File: src/rtl/ntt_core_gf64_fmr.sv
// Final modular reduction for the GF64 NTT path: maps a signed partially reduced
// operand onto its canonical residue in [0, MOD_M), one operand per clock.
module ntt_core_gf64_fmr #(
   parameter int          MOD_NTT_W = 64,
   parameter int          IN_PIPE   = 1,
   parameter int          SIDE_W    = 1,
   parameter logic [1:0]  RST_SIDE  = 2'b00
) (
   input  logic                   clk,
   input  logic                   a_rst,
   input  logic [MOD_NTT_W+1:0]   z,
   input  logic                   in_avail,
   input  logic [SIDE_W-1:0]      in_side,
   output logic [MOD_NTT_W-1:0]   r,
   output logic                   out_avail,
   output logic [SIDE_W-1:0]      out_side
);

   // Handshake: a beat exists only where *_avail is 1; there is no ready/backpressure,
   // and data/side registers hold their last captured value while avail is 0.
   localparam int ZW = MOD_NTT_W + 2;
   localparam logic [ZW-1:0] ONE    = ZW'(1);
   localparam logic [ZW-1:0] MOD_M  = (ONE << MOD_NTT_W) - (ONE << (MOD_NTT_W / 2)) + ONE;
   localparam logic [ZW-1:0] MOD_M2 = MOD_M << 1;
   localparam logic [ZW-1:0] MOD_M3 = MOD_M + MOD_M2;

   logic                  s0_avail;
   logic [ZW-1:0]         s0_z;
   logic [SIDE_W-1:0]     s0_side;

   logic                  avail1_q, avail2_q;
   logic [ZW-1:0]         t_d, t_q;
   logic [MOD_NTT_W-1:0]  r_d, r_q;
   logic [SIDE_W-1:0]     side1_q, side2_q;

   if (IN_PIPE == 1) begin : g_in_pipe
      logic              availp_q;
      logic [ZW-1:0]     zp_q;
      logic [SIDE_W-1:0] sidep_q;

      always_ff @(posedge clk or posedge a_rst) begin
         if (a_rst) begin
            availp_q <= 1'b0;
            zp_q     <= '0;
         end else begin
            availp_q <= in_avail;
            if (in_avail) zp_q <= z;
         end
      end

      if (RST_SIDE[0]) begin : g_side_rst
         always_ff @(posedge clk or posedge a_rst) begin
            if (a_rst)         sidep_q <= {SIDE_W{RST_SIDE[1]}};
            else if (in_avail) sidep_q <= in_side;
         end
      end else begin : g_side_nrst
         always_ff @(posedge clk) begin
            if (in_avail) sidep_q <= in_side;
         end
      end

      assign s0_avail = availp_q;
      assign s0_z     = zp_q;
      assign s0_side  = sidep_q;
   end else begin : g_no_in_pipe
      assign s0_avail = in_avail;
      assign s0_z     = z;
      assign s0_side  = in_side;
   end

   // Sign fold: adding 3*MOD_M to any negative input lands in [0, 3*MOD_M).
   always_comb begin
      t_d = s0_z + (s0_z[ZW-1] ? MOD_M3 : '0);
   end

   // t - 2M >= 0 and t - M >= 0 are evaluated as parallel magnitude compares;
   // the chosen difference is below MOD_M, so only its low MOD_NTT_W bits matter.
   always_comb begin
      r_d = t_q[MOD_NTT_W-1:0];
      if (t_q >= MOD_M2)     r_d = t_q[MOD_NTT_W-1:0] - MOD_M2[MOD_NTT_W-1:0];
      else if (t_q >= MOD_M) r_d = t_q[MOD_NTT_W-1:0] - MOD_M[MOD_NTT_W-1:0];
   end

   always_ff @(posedge clk or posedge a_rst) begin
      if (a_rst) begin
         avail1_q <= 1'b0;
         avail2_q <= 1'b0;
         t_q      <= '0;
         r_q      <= '0;
      end else begin
         avail1_q <= s0_avail;
         avail2_q <= avail1_q;
         if (s0_avail) t_q <= t_d;
         if (avail1_q) r_q <= r_d;
      end
   end

   if (RST_SIDE[0]) begin : g_chain_rst
      always_ff @(posedge clk or posedge a_rst) begin
         if (a_rst) begin
            side1_q <= {SIDE_W{RST_SIDE[1]}};
            side2_q <= {SIDE_W{RST_SIDE[1]}};
         end else begin
            if (s0_avail) side1_q <= s0_side;
            if (avail1_q) side2_q <= side1_q;
         end
      end
   end else begin : g_chain_nrst
      always_ff @(posedge clk) begin
         if (s0_avail) side1_q <= s0_side;
         if (avail1_q) side2_q <= side1_q;
      end
   end

   assign r         = r_q;
   assign out_avail = avail2_q;
   assign out_side  = side2_q;

endmodule

File: config.mk
export PLATFORM = sky130hd
export DESIGN_NAME = ntt_core_gf64_fmr
export DESIGN_NICKNAME = d
export VERILOG_FILES = /design/src/rtl/ntt_core_gf64_fmr.sv
export SDC_FILE = /design/constraint.sdc
export NUM_CORES = 1
export LEC_CHECK = 0
export CAP_MARGIN = 20
export CORE_UTILIZATION = 64
export DETAILED_ROUTE_END_ITERATION = 8
export DONT_BUFFER_PORTS = 1
export PLACE_DENSITY = 0.8
export SYNTH_ARGS = -nofsm -noshare
export SYNTH_HDL_FRONTEND = slang
export SYNTH_SLANG_ARGS = --single-unit
export TNS_END_PERCENT = 100
File: constraint.sdc
create_clock -name clk -period 7.2 [get_ports clk]
set_input_delay 0.72 -clock clk [delete_from_list [all_inputs] [get_ports clk]]
set_output_delay 0.72 -clock clk [all_outputs]
set_load 0.05 [all_outputs]
### Clock network drawn from the DEF

Scale bar: 50 µm.
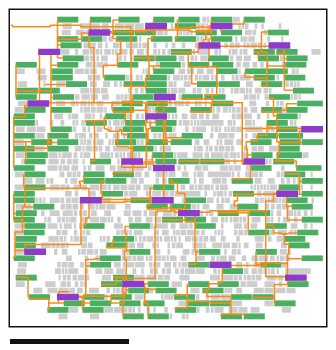
Key: clock wires = orange [length 2430 µm]; cells driving clock nets = purple [count 22]; flip-flops = green [count 202]
There are 23 routed clock nets.

==> run notes <==
The flow run is done. The OpenROAD report gives the critical path a required time of around 7600 ps. Looking at the critical path, the single cell with the biggest stage delay is nor4_1. According to the floorplan report, the die width is 133 µm.

Counting along the longest clock path gives a buffer depth of 3. In the final timing run, aggregate negative setup slack is 0 ps. Per the synthesis report, the dominant area consumer among library cells is dfrtp_1. The via count of the first global-routing pass came to 7865.

Count of unique library cells instantiated by Yosys landed at 64. Tally of yosys warning messages landed at 0. For this design, Yosys synthesis ends with a cell count of 1120.

Global-route wire length before repair landed at just over 40000 µm. Worst slack at placement landed at 3580 ps. Post-CTS clock slew at the launch and capture registers of the worst setup and hold paths landed at 60 ps.

Residual DRC count landed at 0. Entering global routing, the biggest net connects 129 pins. TritonCTS built the clock tree. The first routing iteration left a little over 700 violations. After synthesis, the most frequently instantiated cells are dfrtp_1, nor2_1, a21oi_1. The run finished with clean final reports.

Per the placement report, the placed cell count is 1302. Switching power total landed at 0.00147 W. Per the final timing report, the hold violations number 0.

Summed over all routing layers, the global router reports a total usage of 0.283. Synthesized netlist cell count landed at 1120. Per the synth log, the flip-flop and latch total comes to 202. Looking at the cell usage after synthesis, the top flip-flop cell is dfrtp_1. The highest metal layer carrying signal wires in the routed design is met4. The critical path starts at g_in_pipe.zp_q[9]$_DFFE_PP0P_.

Cell-internal power landed at 0.00238 W. In this run the layout overhead on the synthesized area is reported as 8.07%. Worst max-slew margin expressed relative to the limit landed at 0.397. Setup repair after global routing left no endpoint under its margin. Arithmetic-cell share of the synthesized area counting full adders, half adders and majority gates landed at 0.0438. Looking at the group totals, the largest power group turns out to be registers. The routed design has 24900 µm of wire. Vias after detailed routing landed at 8318. Post-CTS setup buffer count landed at 0.

By instance count, the cell type seen most on the critical path is nand4_1. Largest stage delay on the critical path landed at 680 ps. CTS placed an instance of clkbuf_16 at the clock tree root. I/O pin count landed at 136. Average cell area after synthesis landed at 9.84 µm². Shortest period the worst path allows landed at 3650 ps. Fraction of the yosys area taken by sequential cells landed at 0.460. Leakage power landed at 4.74 nW. Final global-route overflow total landed at 0. Yosys chip area landed at 11000 µm². Synthesized net count landed at roughly 1200.
### Power grid

Pins as bars on the die edge. Tap cells in grey.
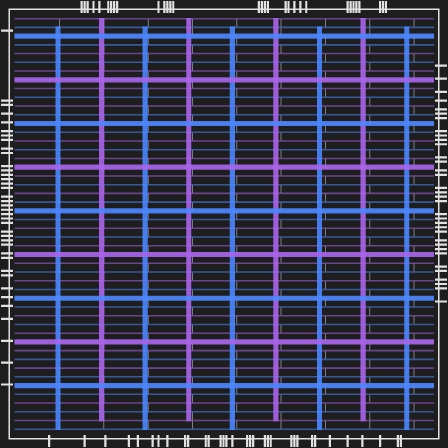
Key: VSS = blue; VDD = purple
136 signal pins sit on the boundary. 9 straps on met4. 220 tap cells. 9 straps on met5. 48 met1 rails follow the rows.

==> state kept, by name, indices dropped and copies added, names as in the netlist <==
name and count:
g_in_pipe.availp_q 1, r 64, side1_q 1, avail1_q 1
t_q 66, g_in_pipe.zp_q 66, out_side 1, out_avail 1
g_in_pipe.sidep_q 1
==> cell type report <==
type                    count  area [µm²]  area share
multi-input cells         848        5690       0.478
clock buffers              30         611      0.0512
clock inverters             9         114     0.00956
repair buffers              5        37.5     0.00315
inverters                  27         109     0.00914
well taps                 220         275      0.0231
flip-flops and latches    202        5080       0.426
==> metrics by stage <==
step	area, µm²	power [W]	util
2_1_floorplan	11000	0.00250	-
3_3_place_gp	11200	0.00269	0.670
3_5_place_dp	11200	0.00273	0.670
4_1_cts	11900	0.00385	0.713
5_1_grt	11900	0.00403	0.713
6_report	11900	0.00385	0.713
Power figures rest on the tool's default switching activity, not on a simulated workload.
